### src/rtl/uart_tx_arbiter.sv
// Round-robin arbiter sharing one uart_tx between NUM_REQ byte requesters.
// Optional owner lock for multi-byte messages: define UART_TX_ARB_LOCK_EN.
module uart_tx_arbiter #(
  parameter int unsigned NUM_REQ      = 4,
  parameter int unsigned DATA_BITS    = 8,
  parameter int unsigned BUSY_TIMEOUT = 3
) (
  input  logic                         i_clk,
  input  logic                         i_reset,
  input  logic [NUM_REQ-1:0]           i_req,
  input  logic [NUM_REQ*DATA_BITS-1:0] i_data,
`ifdef UART_TX_ARB_LOCK_EN
  input  logic [NUM_REQ-1:0]           i_lock,
`endif
  output logic [NUM_REQ-1:0]           o_ack,
  output logic [NUM_REQ-1:0]           o_grant,
  output logic [DATA_BITS-1:0]         o_tx_data,
  output logic                         o_tx_write,
  input  logic                         i_tx_busy,
  output logic                         o_busy,
  output logic                         o_err,
  output logic [15:0]                  o_byte_count
);

  localparam int unsigned PW = (NUM_REQ > 1) ? $clog2(NUM_REQ) : 1;
  localparam int unsigned CW = $clog2(BUSY_TIMEOUT + 1);

  typedef enum logic [1:0] {
    ST_IDLE,
    ST_WAIT_BUSY,
    ST_WAIT_DONE
  } state_t;

  state_t                 state_q, state_d;
  logic [PW-1:0]          ptr_q, ptr_d;
  logic [NUM_REQ-1:0]     grant_q, grant_d;
  logic [NUM_REQ-1:0]     ack_q, ack_d;
  logic                   write_q, write_d;
  logic                   err_q, err_d;
  logic [DATA_BITS-1:0]   txd_q, txd_d;
  logic [CW-1:0]          cnt_q, cnt_d;
  logic [15:0]            byte_cnt_q, byte_cnt_d;
`ifdef UART_TX_ARB_LOCK_EN
  logic                   lock_q, lock_d;
`endif

  logic                   rr_found;
  logic [PW-1:0]          rr_idx;
  logic [PW-1:0]          win_idx;
  logic [NUM_REQ-1:0]     win_vec;

  // Search begins one past the last owner so every active requester gets a turn.
  always_comb begin
    rr_found = 1'b0;
    rr_idx   = '0;
    for (int unsigned i = 1; i <= NUM_REQ; i++) begin
      logic [PW-1:0] j;
      j = PW'((32'(ptr_q) + i) % NUM_REQ);
      if (!rr_found && i_req[j]) begin
        rr_found = 1'b1;
        rr_idx   = j;
      end
    end
  end

`ifdef UART_TX_ARB_LOCK_EN
  assign win_idx = (lock_q && i_req[ptr_q]) ? ptr_q : rr_idx;
`else
  assign win_idx = rr_idx;
`endif
  assign win_vec = NUM_REQ'(1) << win_idx;

  always_comb begin
    state_d    = state_q;
    ptr_d      = ptr_q;
    grant_d    = grant_q;
    ack_d      = '0;
    write_d    = 1'b0;
    err_d      = 1'b0;
    txd_d      = txd_q;
    cnt_d      = cnt_q;
    byte_cnt_d = byte_cnt_q;
`ifdef UART_TX_ARB_LOCK_EN
    lock_d     = lock_q;
`endif
    unique case (state_q)
      ST_IDLE: begin
        cnt_d = '0;
`ifdef UART_TX_ARB_LOCK_EN
        if (!i_req[ptr_q]) lock_d = 1'b0;
`endif
        if (!i_tx_busy && rr_found) begin
          txd_d   = i_data[win_idx*DATA_BITS +: DATA_BITS];
          grant_d = win_vec;
          ack_d   = win_vec;
          write_d = 1'b1;
          ptr_d   = win_idx;
          state_d = ST_WAIT_BUSY;
`ifdef UART_TX_ARB_LOCK_EN
          lock_d  = i_lock[win_idx];
`endif
        end
      end
      ST_WAIT_BUSY: begin
        if (i_tx_busy) begin
          state_d = ST_WAIT_DONE;
        end else if (cnt_q == CW'(BUSY_TIMEOUT - 1)) begin
          err_d   = 1'b1;
          grant_d = '0;
          state_d = ST_IDLE;
`ifdef UART_TX_ARB_LOCK_EN
          lock_d  = 1'b0;
`endif
        end else begin
          cnt_d = cnt_q + CW'(1);
        end
      end
      ST_WAIT_DONE: begin
        if (!i_tx_busy) begin
          byte_cnt_d = byte_cnt_q + 16'd1;
          grant_d    = '0;
          state_d    = ST_IDLE;
        end
      end
      default: state_d = ST_IDLE;
    endcase
  end

  always_ff @(posedge i_clk) begin
    if (i_reset) begin
      state_q    <= ST_IDLE;
      ptr_q      <= PW'(NUM_REQ - 1);
      grant_q    <= '0;
      ack_q      <= '0;
      write_q    <= 1'b0;
      err_q      <= 1'b0;
      txd_q      <= '0;
      cnt_q      <= '0;
      byte_cnt_q <= '0;
`ifdef UART_TX_ARB_LOCK_EN
      lock_q     <= 1'b0;
`endif
    end else begin
      state_q    <= state_d;
      ptr_q      <= ptr_d;
      grant_q    <= grant_d;
      ack_q      <= ack_d;
      write_q    <= write_d;
      err_q      <= err_d;
      txd_q      <= txd_d;
      cnt_q      <= cnt_d;
      byte_cnt_q <= byte_cnt_d;
`ifdef UART_TX_ARB_LOCK_EN
      lock_q     <= lock_d;
`endif
    end
  end

  assign o_ack        = ack_q;
  assign o_grant      = grant_q;
  assign o_tx_data    = txd_q;
  assign o_tx_write   = write_q;
  assign o_err        = err_q;
  assign o_byte_count = byte_cnt_q;
  assign o_busy       = (state_q != ST_IDLE);

endmodule
### config.mk
export PLATFORM = sky130hd
export DESIGN_NAME = uart_tx_arbiter
export DESIGN_NICKNAME = d
export VERILOG_FILES = /design/src/rtl/uart_tx_arbiter.sv
export SDC_FILE = /design/constraint.sdc
export NUM_CORES = 1
export LEC_CHECK = 0
export CAP_MARGIN = 25
export CORE_MARGIN = 10
export CORE_UTILIZATION = 47
export DETAILED_ROUTE_END_ITERATION = 8
export PLACE_DENSITY = 0.85
export SYNTH_ARGS = -nofsm -noshare
export SYNTH_HDL_FRONTEND = slang
export SYNTH_SLANG_ARGS = --single-unit
### constraint.sdc
create_clock -name i_clk -period 5.32 [get_ports i_clk]
set_clock_uncertainty 0.1 [all_clocks]
set_input_delay 1.596 -clock i_clk [delete_from_list [all_inputs] [get_ports i_clk]]
set_output_delay 1.596 -clock i_clk [all_outputs]
set_load 0.03 [all_outputs]
Fig. 1: run 1, PDN straps and rails
Pins as bars on the die edge.
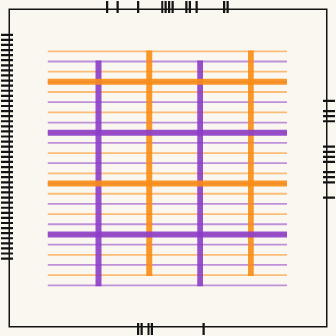
color	net
purple	VSS
orange	VDD
met1 rails	24
met5 straps	4
met4 straps	4
signal pins	74
rows	23

Fig. 2: run 1, placement by cell class
Scale bar: 20 um.
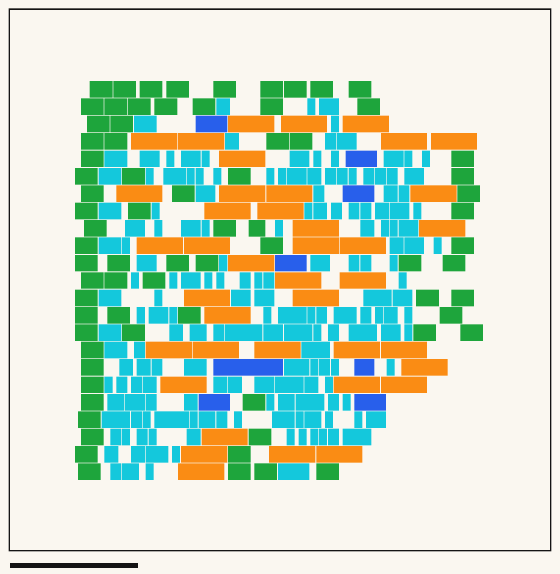
color	class	cells	share of their area
orange	sequential cells	40	29%
cyan	combinational and other logic	173	40%
green	remaining buffers and delay cells	74	27%
blue	clock drivers and dummy loads	8	4.4%

Fig. 3: run 1, clock distribution
Scale bar: 20 um.
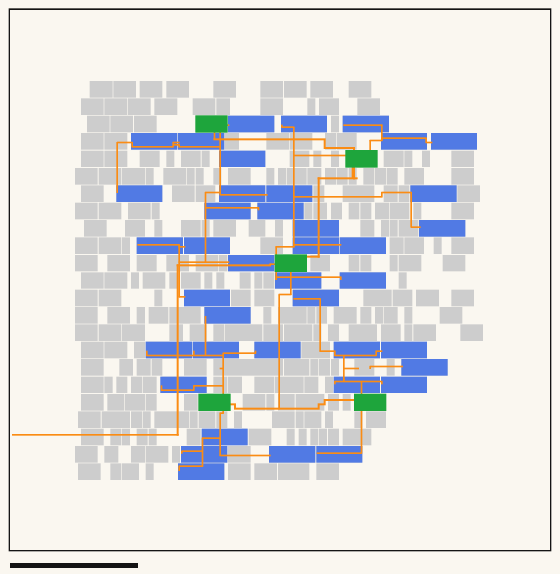
[green] clock drivers | count: 5
[blue] flip-flops | count: 40
[orange] clock wires | length: 520 um
routed clock nets	6

==> impl_metrics.json, run 1 <==
{
  "rrSetupSlack_ps": 2880,
  "outcome": "finished clean",
  "start_kind": "input port",
  "arrival_ps": 3820,
  "yosysCellCount": 225,
  "htree_levels": 2,
  "cellPowerDensity_nw_per_um2": 279,
  "timing.rr.end": "ptr_q[0]",
  "hp-class": "reg -> reg",
  "grt_pass1_vias": 1975,
  "maxCapViolCount": 0,
  "rows": 23,
  "die_w_um": 84.5,
  "drc_errors": 0,
  "comb_area_sq_um": 1060,
  "holdPathStages": 2,
  "drtPass1Iterations": 5,
  "grt_max_degree": 22,
  "dp_hpwl_um": 4130,
  "synth.avg_cell_area_sq_um": 8.69,
  "switching_share_pct": 29.0,
  "wl_met2_um": 2440,
  "hold_viol": 0,
  "edf_count": 0,
  "ios": 74,
  "wire_per_inst_um": 15.5,
  "area_growth_pct": 44.1,
  "lay_top_count": "clkdlybuf4s50_1",
  "design.core.area_sq_um": 4000,
  "grt_pass1_wl_um": 8870,
  "clock-sinks": 40,
  "cp.required_ps": 5410,
  "largest_area_cell": "dfxtp_1",
  "place_congestion": 0.869,
  "fin_nets": 340,
  "ys_warn_count": 0,
  "leakagePower_uw": 0.00102,
  "met3WireLength_um": 756,
  "io_buffers": 73,
  "path_buffers": 1,
  "openroad.warnings": 30,
  "clkPwrFrac_pct": 33.5
}
==> run 1: flip-flops by register name (all words and copies together) (netlist names) <==
signal,flops
o_ack,4
ptr_q,2
o_tx_write,1
state_q,2
cnt_q,2
o_err,1
o_byte_count,16
o_grant,4
o_tx_data,8
==> run 1: worst reg2reg max path, delay by kind of cell, from the launching register on <==
kind | cells | cell delay [ps]
and+or+nand+nor | 1 | 840
adders and majority gates | 1 | 180
AOI/OAI and AO/OA | 2 | 660
buffers and inverters | 2 | 210
DFF | 1 | 350
==> run 1: routing by layer <==
layer	global-route usage [%]	vias up
met5	0	-
met4	4.94	0
met3	10.6	6
met2	24.0	83
met1	14.7	821
li1	-	946
==> run 1: kinds of logic after synthesis <==
group	Yosys count	synth area share, %
AOI/OAI and AO/OA	50	19.1
DFF	40	41.0
xor gates and xnor gates	12	5.38
buffers and inverters	21	5.06
muxes	1	0.512
adders and majority gates	7	4.48
and+or+nand+nor	94	24.5
==> run 1: how the worst max path moves through the flow <==
stage,end,depth (start not counted),startpoint
finish,ptr_q[0],5,i_req[2]
CTS,ptr_q[0],5,i_req[2]
detailed placement,ptr_q[0],5,i_req[2]
floorplan,o_grant[1],6,i_tx_busy
global route,ptr_q[0],5,i_req[2]
global placement,ptr_q[0],5,i_req[2]
==> run 1: power by group through the flow <==
stage	sequential, uW	combinational [uW]	clock (uW)
finish	330	193	263
global route	332	210	277
detailed placement	336	192	0
global placement	335	190	0
floorplan	357	94.1	0
CTS	330	194	266
==> run 1: synthesized netlist by cell type, drive strengths merged (3+ instances only) <==
master,n
a21oi,14
a222oi,8
a311oi,8
buf,7
clkbuf,5
dfxtp,40
ha,7
inv,9
nand2,23
nand2b,3
nand3,7
nor2,33
nor3,5
nor4,4
o21ai,9
or3,4
xnor2,6
xor2,6
==> run 1: per-stage QoR <==
step | setup slack (ps) | hold slack, ps | utilization, % | power (uW)
finish | 1590 | 356 | 70.4 | 786
global route | 1440 | 397 | 70.4 | 819
CTS | 1610 | 357 | 70.4 | 789
detailed placement | 1290 | 346 | 67.4 | 528
global placement | 1370 | 339 | 67.4 | 526
floorplan | 2420 | 359 | - | 451
==> run 1: layout make-up <==
class	instances	area share, %
Inverter	9	1.20
Timing Repair Buffer	74	26.2
Sequential cell	40	28.4
Tap cell	50	2.22
Clock inverter	2	1.38
Clock buffer	6	2.93
Multi-Input combinational cell	164	37.6
Fig. 4: run 1, clock wiring as the flow saved it
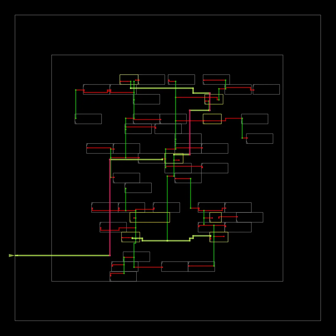

## Run 2: what changed since run 1
--- a/config.mk
+++ b/config.mk
@@ -7,9 +7,9 @@
 export LEC_CHECK = 0
 export CAP_MARGIN = 25
 export CORE_MARGIN = 10
-export CORE_UTILIZATION = 47
+export CORE_UTILIZATION = 44
 export DETAILED_ROUTE_END_ITERATION = 8
-export PLACE_DENSITY = 0.85
+export PLACE_DENSITY = 0.8
 export SYNTH_ARGS = -nofsm -noshare
 export SYNTH_HDL_FRONTEND = slang
 export SYNTH_SLANG_ARGS = --single-unit
==> constraint.sdc (replaced) <==
create_clock -name i_clk -period 3.8 [get_ports i_clk]
set_clock_uncertainty 0.1 [all_clocks]
set_input_delay 1.14 -clock i_clk [delete_from_list [all_inputs] [get_ports i_clk]]
set_output_delay 1.14 -clock i_clk [all_outputs]
set_load 0.03 [all_outputs]
Fig. 5: run 2, clock wiring as the flow saved it
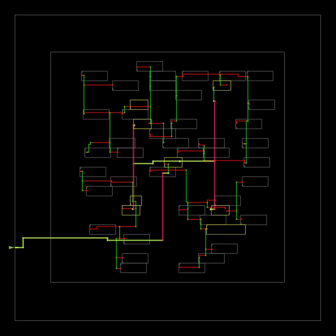
clock buffer count: 6
clock sinks: 40
Worst-Skew Late Latency: 300 ps

Fig. 6: run 2, routed metal, one color a layer
Two of the layers only.
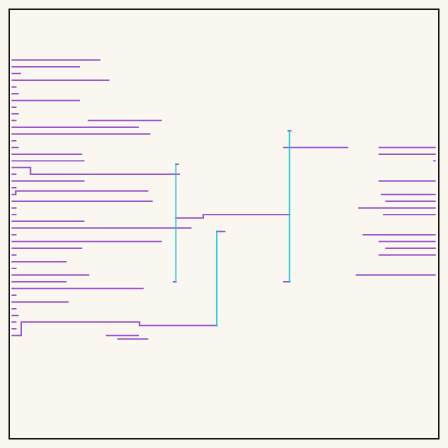
color	layer	wire length
purple	metal 3	694 um
cyan	metal 4	73.4 um

==> run 2 against run 1 <==
Net effect: non-clock buffer count up 1; sequential cell count unchanged; clock power increased by about 40%; synthesized area did not move; combinational power is 39% higher; first-iteration DRC count shrank 3.4%; wire length decreased by 4.3%; utilization decreased by 5.0 points; critical endpoint is now o_busy; largest power group unchanged.
==> impl_metrics.json, run 2 <==
{
  "drtPass1Iterations": 4,
  "io_buffers": 73,
  "maxCapViolCount": 0,
  "ios": 74,
  "largest_area_cell": "dfxtp_1",
  "ys_warn_count": 0,
  "synth.avg_cell_area_sq_um": 8.69,
  "hold_viol": 0,
  "path_buffers": 3,
  "fin_nets": 341,
  "htree_levels": 2,
  "hp-class": "reg -> reg",
  "utilization_pct": 65.4,
  "grt_pass1_vias": 1899,
  "root_buffer": "clkbuf_8",
  "place_ws_ps": 548,
  "crit_path_max_fanout": 4,
  "arrival_ps": 1850,
  "area_growth_pct": 44.6,
  "ys_top_cells_by_count": "40 x dfxtp_1, 32 x nor2_1, 22 x nand2_1, 13 x a21oi_1, 9 x inv_1",
  "fin_ws_ps": 710,
  "cp.required_ps": 2560,
  "dp_hpwl_um": 4010,
  "largest_reg_flops": 16,
  "most_common_cell": "dfxtp_1",
  "chip_area_sq_um": 7510,
  "start_kind": "flip-flop",
  "edf_count": 0,
  "drc_errors": 0,
  "power_uw": 1100,
  "fp_nets": 271,
  "yosysCellCount": 225,
  "die_w_um": 86.6,
  "rows": 24,
  "grt_max_degree": 23,
  "grt_pass1_wl_um": 8380,
  "wire_per_inst_um": 14.7,
  "openroad.warnings": 30,
  "lay_top_count": "clkdlybuf4s50_1",
  "crit_chain": "inv_1 -> ha_1 -> inv_1 -> clkdlybuf4s50_1",
  "cts.path.max_buffers": 2,
  "outcome": "finished clean",
  "cellPowerDensity_nw_per_um2": 388,
  "design.core.area_sq_um": 4320,
  "syn-cell-area_sq_um": 1950
}
Fig. 7: run 2, clock distribution
Scale bar: 20 um.
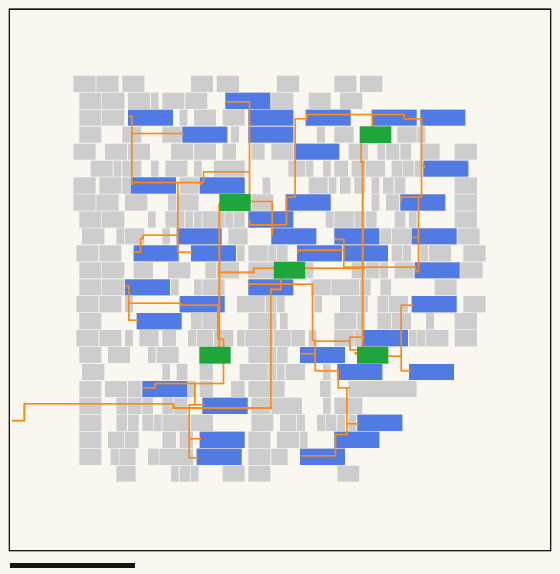
[green] clock drivers | count: 5
[orange] clock wires | length: 513 um
[blue] flip-flops | count: 40
routed clock nets	6

==> run 2: cells by family after synthesis <==
kind of cell,Yosys count,synth area share [%]
simple gates,94,24.5
compound gates,50,19.1
flops,40,41.0
buf+inv,21,5.06
xor+xnor,12,5.38
fa+ha+maj,7,4.48
mux,1,0.512
==> run 2: per-layer routing <==
metal  track usage, %  wire length [um]
met5                0                 0
met1             13.8              2000
met3             8.82               693
met4             5.30                73
met2             21.9              2360
==> run 2: worst reg2reg max path: cells and delay by family, from the launching register on <==
kind,cells,cell delay (ps)
and+or+nand+nor,4,1060
DFF,1,350
adders and majority gates,1,170
xor gates and xnor gates,1,160
buffers and inverters,1,120
==> run 2: where the power goes <==
part           switching [uW]  total, uW  internal [uW]  leakage [uW]
Clock                     154        368            215     0.0000614
Sequential               17.6        460            443      0.000326
Combinational             145        269            124      0.000635
Total                     316       1100            782       0.00102
==> run 2: final timing paths <==
kind              startpoint          endpoint  slack [ps]  depth (start not counted)
hold reg to reg   o_grant[1]        o_grant[1]         350                          2
setup reg to reg  state_q[0]  o_byte_count[15]        1720                          7
hold / removal    o_grant[1]        o_grant[1]         350                          2
setup / recovery  state_q[0]            o_busy         710                          4
==> run 2: area by class of cell <==
cell class                      instances  area [sq um]  share of cell area (%)
Timing Repair Buffer                   75           746                    26.4
Clock inverter                          2          38.8                    1.37
Inverter                                9          33.8                    1.20
Clock buffer                            6          82.6                    2.92
Sequential cell                        40           801                    28.3
Multi-Input combinational cell        164          1060                    37.5
Tap cell                               52          65.1                    2.30
==> run 2: stage by stage <==
step / cell area, sq um / hold WS (ps)
2_1_floorplan: 1950 / 359
3_3_place_gp: 2710 / 340
3_5_place_dp: 2710 / 350
4_1_cts: 2830 / 360
5_1_grt: 2830 / 375
6_report: 2830 / 355
Fig. 8: run 2, PDN straps and rails
Pins as bars on the die edge.
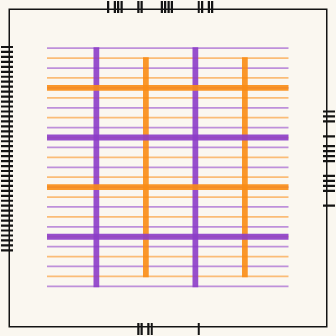

## Run 3: what changed since run 2
--- a/config.mk
+++ b/config.mk
@@ -7,9 +7,9 @@
 export LEC_CHECK = 0
 export CAP_MARGIN = 25
 export CORE_MARGIN = 10
-export CORE_UTILIZATION = 44
+export CORE_UTILIZATION = 40
 export DETAILED_ROUTE_END_ITERATION = 8
-export PLACE_DENSITY = 0.8
+export PLACE_DENSITY = 0.77
 export SYNTH_ARGS = -nofsm -noshare
 export SYNTH_HDL_FRONTEND = slang
 export SYNTH_SLANG_ARGS = --single-unit
==> constraint.sdc (replaced) <==
create_clock -name i_clk -period 2.5 [get_ports i_clk]
set_clock_uncertainty 0.1 [all_clocks]
set_input_delay 0.75 -clock i_clk [delete_from_list [all_inputs] [get_ports i_clk]]
set_output_delay 0.75 -clock i_clk [all_outputs]
set_load 0.03 [all_outputs]
Fig. 9: run 3, PDN straps and rails
Pins as bars on the die edge.
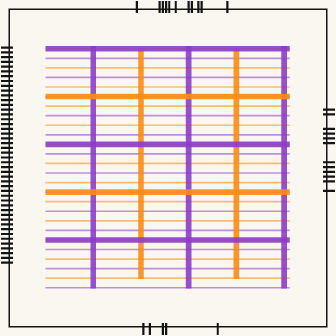
color	net
purple	VSS
orange	VDD
met1 rails	26
rows	25
signal pins	74
met5 straps	5

Fig. 10: run 3, placement by cell class
Scale bar: 20 um.
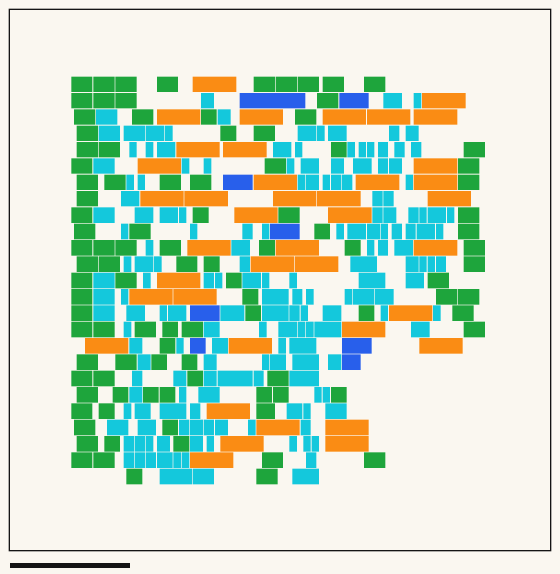
color	class	cells	share of their area
orange	sequential cells	40	27%
blue	clock drivers and dummy loads	8	3.9%
cyan	combinational and other logic	173	37%
green	remaining buffers and delay cells	101	32%

Fig. 11: run 3, clock distribution
Scale bar: 20 um.
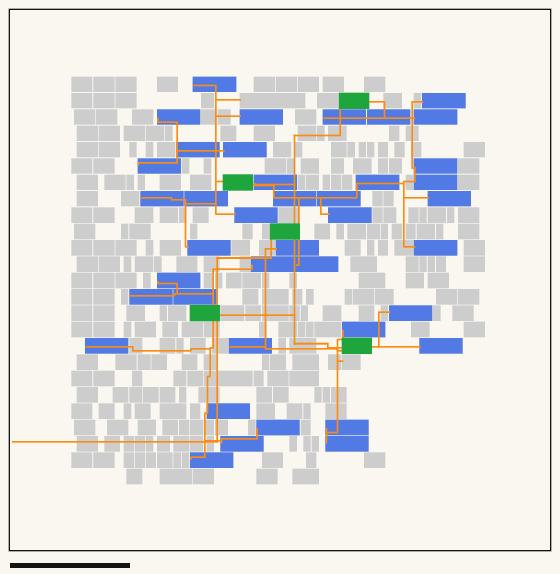
[green] clock drivers | count: 5
[orange] clock wires | length: 530 um
[blue] flip-flops | count: 40
routed clock nets	6

==> run 3 against run 2 <==
Net effect: synthesized cell count unchanged; die size increased by 7.7%; synthesized area unchanged; worst setup slack got worse by 550 ps; worst hold slack got worse by 5.3 ps; power increased by 55%; clock power increased by 48%; combinational power increased by about 70%.
==> impl_metrics.json, run 3 <==
{
  "cp.required_ps": 1650,
  "timing.rr.end": "o_tx_data[0]",
  "outcome": "finished clean",
  "arrival_ps": 1490,
  "clock_latency_ps": 300,
  "r2r_start": "state_q[0]",
  "io_buffers": 73,
  "drc_errors": 0,
  "aoi_share_pct": 19.1,
  "r2r_cells": 8,
  "hp-class": "reg -> reg",
  "cts.path.max_buffers": 2,
  "synth.avg_cell_area_sq_um": 8.69,
  "cellPowerDensity_nw_per_um2": 562,
  "fin_nets": 367,
  "wire_per_inst_um": 14.1,
  "ios": 74,
  "largest_reg_flops": 16,
  "dp_hpwl_um": 4440,
  "clock-sinks": 40,
  "chip_area_sq_um": 8080,
  "die_w_um": 89.9,
  "ys_sh_mux_pct": 0.512,
  "yosysCellCount": 225,
  "htree_levels": 2,
  "place_congestion": 0.847,
  "grt_pass1_vias": 2079,
  "ys_warn_count": 0,
  "drtPass1Iterations": 6,
  "synthAdderAreaFrac_pct": 4.48,
  "openroad.warnings": 30,
  "grt_max_degree": 17,
  "logic_family": "simple AND/OR/NAND/NOR gates",
  "syn-cell-area_sq_um": 1950,
  "grt_pass1_wl_um": 9400,
  "lay_top_count": "clkdlybuf4s50_1",
  "holdPathStages": 2,
  "simple_gate_share_pct": 24.5,
  "rows": 25
}
run 3: netlist changes by cell type in the layout (fill, tap and decap cells not counted), sizes merged:
cell,previous run,this run
clkbuf,6,5
inv,9,10
buf,2,28
dlygate4sd2,0,1
clkinv,1,0
clkdlybuf4s50,73,72
clkinvlp,0,1
run 3: repair_timing:
action | 4_1_cts | 5_1_grt
endpoints found under the setup margin | 1 | 0
hold buffers | 0 | 0
buffers inserted | 0 | 0
gates resized | 1 | 0
run 3: cell families (layout without fill, tap and decap cells):
| kind of cell | after synthesis | count (layout) |
|---|---|---|
| simple gates | 94 | 94 |
| mux | 1 | 1 |
| buf+inv | 21 | 118 |
| xor+xnor | 12 | 12 |
| flops | 40 | 40 |
| compound gates | 50 | 50 |
| fa+ha+maj | 7 | 7 |
run 3: layout make-up:
| cell class | instances | area [sq um] | area share (%) |
|---|---|---|---|
| Clock buffer | 5 | 68.8 | 2.27 |
| Clock inverter | 3 | 46.3 | 1.53 |
| Inverter | 9 | 33.8 | 1.11 |
| Multi-Input combinational cell | 164 | 1060 | 34.9 |
| Sequential cell | 40 | 801 | 26.4 |
| Tap cell | 67 | 83.8 | 2.76 |
| Timing Repair Buffer | 101 | 940 | 31.0 |
run 3: per-stage QoR:
stage | hold slack (ps) | util [%] | worst slack [ps]
2_1_floorplan | 359 | - | 447
3_5_place_dp | 341 | 61.8 | -123
4_1_cts | 352 | 64.2 | 133
6_report | 350 | 64.2 | 165
5_1_grt | 394 | 64.2 | 20.7
3_3_place_gp | 341 | 61.8 | -61.3
run 3: power by group:
| group | switching [uW] | internal, uW |
|---|---|---|
| Combinational | 229 | 229 |
| Clock | 246 | 301 |
| Sequential | 28.5 | 673 |
run 3: critical path, stage by stage (launching register included):
cell and delay (ps):
dfxtp_1 390, inv_1 100, ha_1 220, inv_1 70, dlygate4sd2_1 410
run 3: how the worst max path moves through the flow:
stage                     depth (start not counted)            to  slack [ps]  startpoint
final                                             4        o_busy         160  state_q[0]
after global placement                            6  o_tx_data[2]         -60    i_req[3]
after CTS                                         4        o_busy         130  state_q[0]
after global routing                              6  o_tx_data[7]          20    i_req[3]
after detailed placement                          6  o_tx_data[7]        -120    i_req[3]
after floorplan                                   6    o_grant[1]         450   i_tx_busy
run 3: per-layer routing:
metal | track usage [%] | part of all wire [%] | vias to the layer above
met5 | 0 | 0 | -
met4 | 5.04 | 1.4 | 0
met3 | 8.48 | 12 | 9
met2 | 22.0 | 47 | 72
met1 | 14.1 | 40 | 905
li1 | - | - | 1001
Power is estimated from default activity; no workload was simulated.
